===== config.mk =====
export PLATFORM = sky130hd
export DESIGN_NAME = mbit_sel_arb
export DESIGN_NICKNAME = d
export VERILOG_FILES = /design/src/rtl/mbit_sel_pkg.sv /design/src/rtl/mbit_sel_outreg.sv /design/src/rtl/mbit_sel_arb.sv
export SDC_FILE = /design/constraint.sdc
export NUM_CORES = 1
export LEC_CHECK = 0
export ABC_AREA = 1
export CAP_MARGIN = 20
export CELL_PAD_IN_SITES_DETAIL_PLACEMENT = 1
export CELL_PAD_IN_SITES_GLOBAL_PLACEMENT = 1
export CORE_MARGIN = 2
export CORE_UTILIZATION = 27
export DETAILED_ROUTE_END_ITERATION = 10
export GPL_ROUTABILITY_DRIVEN = 1
export PLACE_DENSITY_LB_ADDON = 0.2
export REMOVE_ABC_BUFFERS = 1
export SYNTH_ARGS = -nofsm -noshare
export SYNTH_HDL_FRONTEND = slang
export SYNTH_SLANG_ARGS = --single-unit
export TNS_END_PERCENT = 10

===== constraint.sdc =====
create_clock -name clk -period 2.2 [get_ports clk]
set_clock_uncertainty 0.1 [all_clocks]
set_input_delay 0.33 -clock clk [delete_from_list [all_inputs] [get_ports clk]]
set_output_delay 0.33 -clock clk [all_outputs]
set_load 0.03 [all_outputs]

===== src/rtl/mbit_sel_pkg.sv =====
// mbit_sel_pkg
//   Shared types and helpers for the two-source select arbiter.
//   - state_t : arbiter FSM states
//   - src_t   : identity of the source that most recently held the grant
//   - WORD_W  : width of the selected output word
//   - pack_a  : builds the 130-bit word presented by source A
package mbit_sel_pkg;

  localparam int WORD_W = 130;

  typedef enum logic [1:0] {
    IDLE  = 2'd0,
    GNT_A = 2'd1,
    GNT_B = 2'd2
  } state_t;

  typedef enum logic {
    SRC_A = 1'b0,
    SRC_B = 1'b1
  } src_t;

  // Source A has no bit 128 of its own; its 64-bit payload fills both halves.
  function automatic logic [WORD_W-1:0] pack_a(input logic d, input logic [63:0] e);
    return {d, 1'b0, e, e};
  endfunction

endpackage


===== src/rtl/mbit_sel_outreg.sv =====
// mbit_sel_outreg
//   Single-entry valid/ready output register holding the selected word and
//   its mux controls.
//   Ports:
//     clk_i, rst_ni   clock, asynchronous active-low reset
//     load_i          a source word is granted this cycle
//     ready_i         downstream accepts data_o this cycle
//     sel_b_i         sel_b value belonging to the word being loaded
//     data_i          word being loaded
//     valid_o         data_o holds an unconsumed word
//     sel_b_o,sel_c_o registered mux controls
//     data_o          registered word
module mbit_sel_outreg
  import mbit_sel_pkg::*;
(
  input  logic              clk_i,
  input  logic              rst_ni,
  input  logic              load_i,
  input  logic              ready_i,
  input  logic              sel_b_i,
  input  logic [WORD_W-1:0] data_i,
  output logic              valid_o,
  output logic              sel_b_o,
  output logic              sel_c_o,
  output logic [WORD_W-1:0] data_o
);

  logic              valid_q;
  logic              sel_b_q;
  logic              sel_c_q;
  logic [WORD_W-1:0] data_q;

  // A load always wins over a drain: the upstream grant is only issued when
  // the slot is empty or being consumed in the same cycle.
  always_ff @(posedge clk_i or negedge rst_ni) begin
    if (!rst_ni) begin
      valid_q <= 1'b0;
      sel_b_q <= 1'b0;
      sel_c_q <= 1'b0;
      data_q  <= '0;
    end else if (load_i) begin
      valid_q <= 1'b1;
      sel_b_q <= sel_b_i;
      sel_c_q <= 1'b1;
      data_q  <= data_i;
    end else if (valid_q && ready_i) begin
      // Drained with nothing new: mux goes idle, data and sel_b are kept.
      valid_q <= 1'b0;
      sel_c_q <= 1'b0;
    end
  end

  assign valid_o = valid_q;
  assign sel_b_o = sel_b_q;
  assign sel_c_o = sel_c_q;
  assign data_o  = data_q;

endmodule


===== src/rtl/mbit_sel_arb.sv =====
// mbit_sel_arb
//   Round-robin arbiter/sequencer for the 130-bit two-source select datapath.
//   Grants source A or B with bounded bursts and registers the chosen word
//   into a single-entry valid/ready output stage.
//   Ports:
//     clk, rst_n                 clock, asynchronous active-low reset
//     a_req, a_d, a_e, a_gnt     source A request, fields, consume strobe
//     b_req, b_f, b_g, b_e, b_gnt source B request, fields, consume strobe
//     sel_b, sel_c               registered mux controls (1x = selected, b=1 A path)
//     out_valid, out_ready       output handshake
//     out_data                   registered selected word
module mbit_sel_arb
  import mbit_sel_pkg::*;
#(
  parameter  int MAX_BURST = 4,
  localparam int CNT_W     = $clog2(MAX_BURST + 1)
) (
  input  logic              clk,
  input  logic              rst_n,
  input  logic              a_req,
  input  logic              a_d,
  input  logic [63:0]       a_e,
  output logic              a_gnt,
  input  logic              b_req,
  input  logic              b_f,
  input  logic              b_g,
  input  logic [127:0]      b_e,
  output logic              b_gnt,
  output logic              sel_b,
  output logic              sel_c,
  output logic              out_valid,
  input  logic              out_ready,
  output logic [WORD_W-1:0] out_data
);

  localparam logic [CNT_W-1:0] LAST_CNT = CNT_W'(MAX_BURST - 1);

  state_t           state_q, state_d;
  logic [CNT_W-1:0] cnt_q, cnt_d;
  src_t             last_q, last_d;
  logic             load_en;
  logic             own_req, oth_req;
  logic [WORD_W-1:0] word_sel;

  // State register
  always_ff @(posedge clk or negedge rst_n) begin
    if (!rst_n) begin
      state_q <= IDLE;
      cnt_q   <= '0;
      last_q  <= SRC_B;   // so A wins the first tie
    end else begin
      state_q <= state_d;
      cnt_q   <= cnt_d;
      last_q  <= last_d;
    end
  end

  // Next-state logic
  always_comb begin
    state_d = state_q;
    cnt_d   = cnt_q;
    last_d  = last_q;
    own_req = 1'b0;
    oth_req = 1'b0;
    case (state_q)
      IDLE: begin
        cnt_d = '0;
        if (a_req && b_req)  state_d = (last_q == SRC_B) ? GNT_A : GNT_B;
        else if (a_req)      state_d = GNT_A;
        else if (b_req)      state_d = GNT_B;
      end
      GNT_A, GNT_B: begin
        own_req = (state_q == GNT_A) ? a_req : b_req;
        oth_req = (state_q == GNT_A) ? b_req : a_req;
        if (!own_req || ((a_gnt || b_gnt) && cnt_q == LAST_CNT)) begin
          // Burst over: hand over if the other side waits, otherwise an
          // uncontested source just restarts its count without a bubble.
          cnt_d  = '0;
          last_d = (state_q == GNT_A) ? SRC_A : SRC_B;
          if (oth_req)      state_d = (state_q == GNT_A) ? GNT_B : GNT_A;
          else if (own_req) state_d = state_q;
          else              state_d = IDLE;
        end else if (a_gnt || b_gnt) begin
          cnt_d = cnt_q + CNT_W'(1);
        end
      end
      default: state_d = IDLE;
    endcase
  end

  // Output logic: grants are combinational so a dropped request or a stall
  // releases them in the same cycle.
  always_comb begin
    load_en = !out_valid || out_ready;
    a_gnt   = (state_q == GNT_A) && a_req && load_en;
    b_gnt   = (state_q == GNT_B) && b_req && load_en;
  end

  assign word_sel = a_gnt ? pack_a(a_d, a_e) : {b_f, b_g, b_e};

  mbit_sel_outreg u_outreg (
    .clk_i   (clk),
    .rst_ni  (rst_n),
    .load_i  (a_gnt || b_gnt),
    .ready_i (out_ready),
    .sel_b_i (a_gnt),
    .data_i  (word_sel),
    .valid_o (out_valid),
    .sel_b_o (sel_b),
    .sel_c_o (sel_c),
    .data_o  (out_data)
  );

endmodule


Run 1, cell placement:
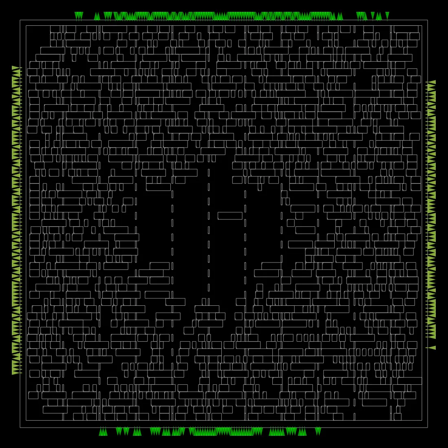
Core Region: 22400 um^2
row cnt: 55
n_taps: 285
fill cell count: 2608

Run 1, signal wires by layer:
The bar under the picture is 50 um long.
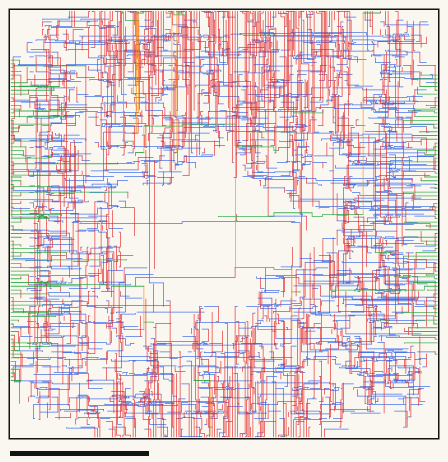
Blue shows metal 1, wire length 9430 um. Red shows metal 2, wire length 11300 um. Green shows metal 3, wire length 1540 um. Orange shows metal 4, wire length 429 um.
routed len/inst: 16.8 um
vias post-DR: 6307

==> run_results.csv, run 1 <==
group,metric,value,unit
run_status,outcome,"finished clean",
synthesis,yosysUniqueCellTypes,19,
synthesis,xor_share,0,%
critical_path,critical_path_class,"reg2out",
cells_and_area,utilization,46.8,%
job,openroad.warnings,28,
job,drv_cap,0,
cts,post_cts_resized,5,
cells_and_area,nNetsFinal,1254,
place,place_area,9860,um^2
synthesis,synth_cells,715,
route,routed_wl,22700,um
die,die_w,154,um
final_timing,period_minus_slack,2.09,ns
cts,clk_latency,0.41,ns
final_timing,slew_headroom,63.7,%
global_routing,busiest_layer,"met2",
pwr,power_clock,0.00286,W
critical_path,cp_slowest_cell,"dfrtp_1",
final_timing,min_period_over_period,95.1,%
pwr,p_int,0.00909,W
critical_path,critPathTopFamily,"buffers and inverters",
global_routing,use_met1,23.0,%
final_timing,maxClockFrequency,0.478,GHz
route,detailedRoute.firstPassIterationCount,5,
cts,root_buffer,"clkbuf_16",
cts,cts.clk_slew.worst_paths,0.06,ns
pwr,power_leader,"combinational logic",
synthesis,synth.avg_cell_area,8.54,um^2
synthesis,ys_chip_area,6110,um^2
pwr,pwr-share-clk,17.8,%
critical_path,worstPathRequired,1.77,ns
place,place_ws,0.165,ns
pwr,finalPower,0.0161,W
die,fp_util,27.2,%
final_timing,final.setup.tns,0,ns
pwr,cellLeakagePower,4.50,nW
cells_and_area,flop_area,3450,um^2
cts,clock-sinks,138,
pwr,cellPowerDensity,1530,nW/um^2
final_timing,maxSlewViolCount,0,
pwr,swShare,43.5,%
critical_path,worstSetupEndpoint,"a_gnt",
critical_path,max_stage_delay,0.39,ns
cells_and_area,drive_above_1_share,6.79,%
critical_path,cp.depth,8,
critical_path,critical_path.cell_chain,"buf_4, ha_4, nand2_2, inv_2, nand2_4, inv_4, buf_12, buf_6",
cts,cts_buffers,17,
global_routing,grt_pass1_vias,6561,
synthesis,fa_ha_area_share,1.23,%
synthesis,yosysWarnings,0,
synthesis,top_logic_kind,"simple AND/OR/NAND/NOR gates",
die,die_area,23800,um^2
cells_and_area,fin_cells,1345,
pwr,pwr-share-comb,54.5,%
place,io_buffers,334,
critical_path,worstPathMaxFanout,15,
global_routing,met3_usage,6.05,%
synthesis,compound_area_share,13.8,%
place,place.detailed.hpwl,16700,um
cts,postCtsSetupRepairBufs,4,
critical_path,reg2reg_from,"state_q[0]$_DFFE_PN0P_",
pwr,p_switching,0.00699,W
final_timing,final_hold_viol_count,0,
critical_path,end_kind,"output port",
final_timing,rsz0062_at_grt,"no",
cts,cts_tree,"done",
cells_and_area,area.combinational,2350,um^2
final_timing,hold_slack,0.360,ns
cts,clk_path_buf_depth,2,
route,maxUsedRoutingLayer,"met4",
die,io_pins,335,
global_routing,overflow,0,
synthesis,ys_ff,138,
cells_and_area,layout_top_cell,"clkdlybuf4s50_1",
final_timing,setup_viol,0,
global_routing,antenna_found_initial,0,
route,wl_met1,9430,um
route,viasPerCell,4.69,
route,ant_nets,0,
synthesis,synth.cell_area,6110,um^2
place,gp_congestion,0.735,
route,met3_length,1540,um
synthesis,yosys_cells,715,
pwr,p_comb,0.00876,W
critical_path,critical_path.n_buffers_inverters,5,
global_routing,grt_max_degree,71,
pwr,ir_drop,0.553,mV
global_routing,grt_pass1_wl,35800,um
synthesis,ys_seq_share,56.5,%
global_routing,grt_usage,19.2,%
min_path,hp-class,"in2async",
global_routing,gr-usage-met2,33.0,%
route,drc,0,
critical_path,r2r.worst_path.cells,10,
critical_path,r2r_slack,0.27,ns
pwr,seq_power_share,27.7,%
pwr,seq_power,0.00445,W
route,wl_met2,11300,um
cells_and_area,lay_top_cells,"clkdlybuf4s50_1 (331), nand2_1 (222), dfrtp_1 (137), nor2_1 (132), a31oi_1 (128)",
cts,htree_num_levels,4,
critical_path,start_kind,"register",
critical_path,crit_start,"state_q[0]$_DFFE_PN0P_",
cells_and_area,largest_reg_flops,130,
critical_path,worstPathArrival,1.66,ns
cells_and_area,fin_area,10500,um^2
place,dp_cells,1309,
final_timing,tightest_slew,0.544,ns
synthesis,ys_sh_mux,0,%
cts,postCtsHoldBufs,1,
route,drt_iter0_drc,279,
cells_and_area,insertedDiodeCount,0,
synthesis,simple_gate_area_share,23.0,%
die,fp.dieH,154,um
critical_path,reg2reg_to,"cnt_q[1]$_DFFE_PN0P_",
Run 1, drive-strength map:
The bar under the picture is 50 um long.
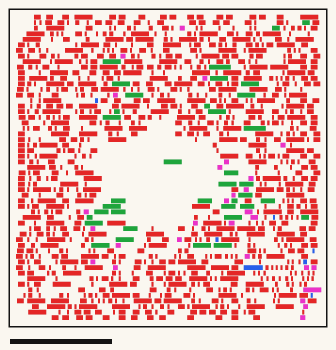
Magenta shows _3 and _4 cells, cells 28, share 2.6%. Blue shows _2 cells, cells 7, share 0.66%. Red shows _0 and _1 cells, cells 988, share 93%. Green shows _6 and larger, cells 37, share 3.5%.
Synth-to-Final Area Change: 72.0%
fin worst setup slack: 0.107 ns

run 1: Yosys cell counts (all sizes together):
library cell    n  area share [%]
nand2         226              14
dfrtp         137              56
nor2          132             8.1
a31oi         128              13
buf            44             4.0
inv            17             1.0
nand3           7            0.57
clkbuf          6            0.37
ha              6             1.2
o21ai           6            0.49
a21oi           3            0.25
clkinv          1           0.061
dfstp           1            0.43
nand4           1            0.10
run 1: layout make-up:
| type | count | area share (%) |
|---|---|---|
| well taps | 285 | 3.39 |
| clock buffers | 18 | 4.08 |
| clock inverters | 13 | 1.37 |
| flip-flops and latches | 138 | 32.9 |
| inverters | 18 | 0.667 |
| repair buffers | 364 | 35.2 |
| multi-input cells | 509 | 22.4 |
Run 1, signal wires on met4:
Supply wires on this layer in gray. Cells faint in the background.
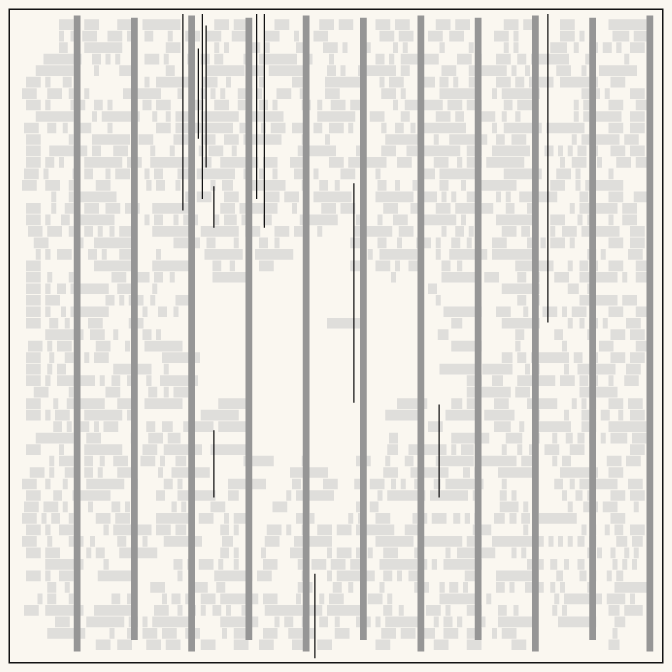

==> inputs of run 2 (changes only) <==
==> constraint.sdc (replaced) <==
create_clock -name clk -period 2.2 [get_ports clk]
set_clock_uncertainty 0.1 [all_clocks]
set_input_delay 0.22 -clock clk [delete_from_list [all_inputs] [get_ports clk]]
set_output_delay 0.22 -clock clk [all_outputs]
set_load 0.03 [all_outputs]
Run 2, signal wires on met4:
Supply wires on this layer in gray. Cells faint in the background.
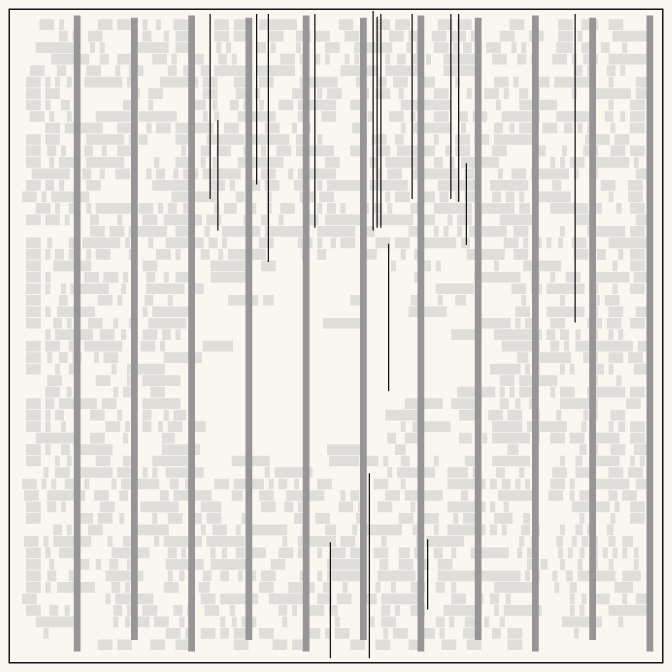
The layer holds 3.1% of the routed length. 15 nets have wire on it. The longest straight run is 72.8 um. The layer carries 715 um of wire. The wires run mostly vertical.
vias post-DR: 6311
final WL: 22800 um

Run 2, drive-strength map:
The bar under the picture is 50 um long.
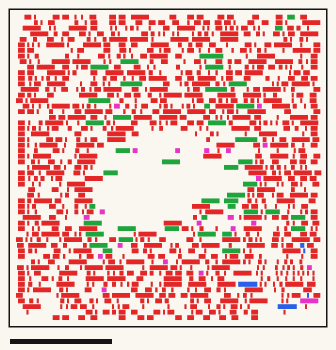
Magenta shows _3 and _4 cells, cells 21, share 2.0%. Red shows _0 and _1 cells, cells 990, share 94%. Green shows _6 and larger, cells 42, share 4.0%. Blue shows _2 cells, cells 5, share 0.47%.
Synth-to-Final Area Change: 73.3%
fin worst setup slack: 0.123 ns
Non-CTS buffers: 361

Run 2, cell placement:
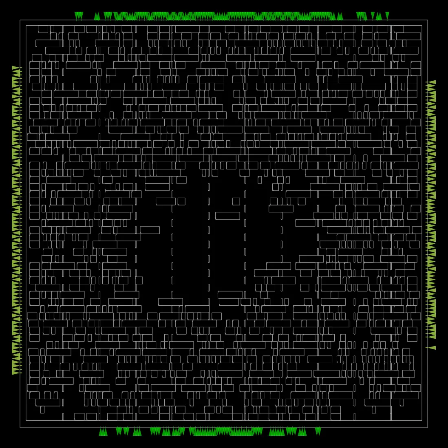
utilization after layout: 47.2%
fill cell count: 2621
flip-flops: 138
Seq area share: 32.6%
Cell Count, Final, Fillers Out: 1343

==> run_results.csv, run 2 <==
group,metric,value,unit
critical_path,max_stage_delay,0.42,ns
cells_and_area,inverters_excl_clock,18,
synthesis,async_reset_ff_share,100,%
final_timing,final.setup.tns,0,ns
cells_and_area,largest_class,"non-clock buffers",
cells_and_area,comb_share,22.2,%
critical_path,worstPathRequired,1.88,ns
cts,clk_path_buf_depth,2,
critical_path,worstSetupEndpoint,"a_gnt",
place,gp_congestion,0.758,
synthesis,ys_ff,138,
die,fp_util,27.2,%
cts,clock-sinks,138,
run_status,outcome,"finished clean",
global_routing,gr-usage-met2,32.5,%
synthesis,ff_type,"dfrtp_1",
cts,cts.clk_slew.worst_paths,0.06,ns
route,wl_met1,9470,um
route,maxUsedRoutingLayer,"met4",
die,nWellTaps,285,
job,openroad.warnings,29,
synthesis,yosys.area.top_type,"dfrtp_1",
die,die_w,154,um
die,die_area,23800,um^2
global_routing,met3_usage,6.30,%
synthesis,ys_seq_share,56.5,%
critical_path,cp_slowest_cell,"dfrtp_1",
critical_path,start_kind,"register",
critical_path,crit_start,"state_q[1]$_DFFE_PN0P_",
die,io_pins,335,
synthesis,common_cells,"nand2_1 (223), dfrtp_1 (137), nor2_1 (132)",
critical_path,r2r.worst_path.cells,10,
final_timing,final_hold_viol_count,0,
pwr,cellLeakagePower,4.52,nW
cells_and_area,largest_reg_flops,130,
cells_and_area,buf_share,35.0,%
critical_path,cp.depth,8,
synthesis,synth_cells,715,
place,place_ws,0.137,ns
critical_path,critical_path.cell_chain,"inv_2, ha_4, nand2_1, inv_2, nand2_8, inv_8, buf_12, buf_6",
cts,cts_buffers,17,
synthesis,ys_chip_area,6110,um^2
cells_and_area,clkCellAreaFrac,6.09,%
critical_path,end_kind,"output port",
final_timing,min_period_over_period,94.4,%
final_timing,maxSlewViolCount,0,
final_timing,maxClockFrequency,0.481,GHz
min_path,hp-class,"in2async",
cells_and_area,drive_above_1_share,6.43,%
final_timing,period_minus_slack,2.08,ns
synthesis,synth.cell_area,6110,um^2
cells_and_area,nNetsFinal,1251,
synthesis,synth-edff-count,0,
synthesis,synth.avg_cell_area,8.54,um^2
synthesis,yosysWarnings,0,
cells_and_area,fin_area,10600,um^2
cells_and_area,nClkBuffers,20,
final_timing,hold_slack,0.230,ns
global_routing,use_met1,22.7,%
synthesis,yosys_cells,715,
route,drc,0,
critical_path,r2r_slack,0.22,ns
pwr,finalPower,0.0164,W
final_timing,rsz0062_at_grt,"yes",
critical_path,worstPathArrival,1.76,ns
cts,root_buffer,"clkbuf_16",
cts,clk_latency,0.42,ns
cells_and_area,comb_cells,509,
die,fp.dieH,154,um
critical_path,critPathTopFamily,"buffers and inverters",
place,place.detailed.hpwl,16600,um
place,io_buffers,334,
cells_and_area,lay_top_cells,"clkdlybuf4s50_1 (331), nand2_1 (223), dfrtp_1 (136), nor2_1 (132), a31oi_1 (128)",
global_routing,grt_pass1_vias,6614,
global_routing,grt_usage,19.2,%
route,wl_met2,11100,um
cts,cts_tree,"done",
global_routing,busiest_layer,"met2",
route,detailedRoute.firstPassIterationCount,4,
cells_and_area,flop_area,3460,um^2
place,dp_cells,1309,
cells_and_area,layout_top_cell,"clkdlybuf4s50_1",
synthesis,yosys-top-cells-area,"dfrtp_1 (56%), nand2_1 (14%), a31oi_1 (13%)",
die,coreArea,22400,um^2
global_routing,antenna_found_initial,0,
critical_path,reg2reg_to,"cnt_q[1]$_DFFE_PN0P_",
synthesis,yosysMostFrequentCell,"nand2_1",
cells_and_area,area.combinational,2350,um^2
final_timing,setup_viol,0,
route,drt_iter0_drc,266,
route,viasPerCell,4.70,
pwr,ir_drop,0.605,mV
final_timing,slew_headroom,63.5,%
global_routing,grt_max_degree,60,
global_routing,grt_pass1_wl,35700,um
final_timing,tightest_slew,0.547,ns
pwr,cellPowerDensity,1550,nW/um^2
critical_path,critical_path.n_buffers_inverters,5,
global_routing,overflow,0,
critical_path,critical_path_class,"reg2out",
run 2: cells by family after synthesis:
family	Yosys count	synth area share [%]
and+or+nand+nor	366	23.0
DFF	138	56.5
AOI/OAI and AO/OA	137	13.8
buffers and inverters	68	5.43
adders and majority gates	6	1.23
run 2: where the power goes:
group / switching, W / internal (W) / total [W]
clock network: 0.00117 / 0.00198 / 0.00315
logic: 0.00514 / 0.00361 / 0.00875
registers: 0.000666 / 0.00380 / 0.00447
total: 0.00698 / 0.00939 / 0.0164
run 2: timing repair:
item,4_1_cts,5_1_grt
hold endpoints to repair,44,0
cloned,1,0
setup endpoints to repair,2,3
hold buffers,1,0
setup buffers,0,0
gates resized,6,5
Power is estimated from default activity; no workload was simulated.
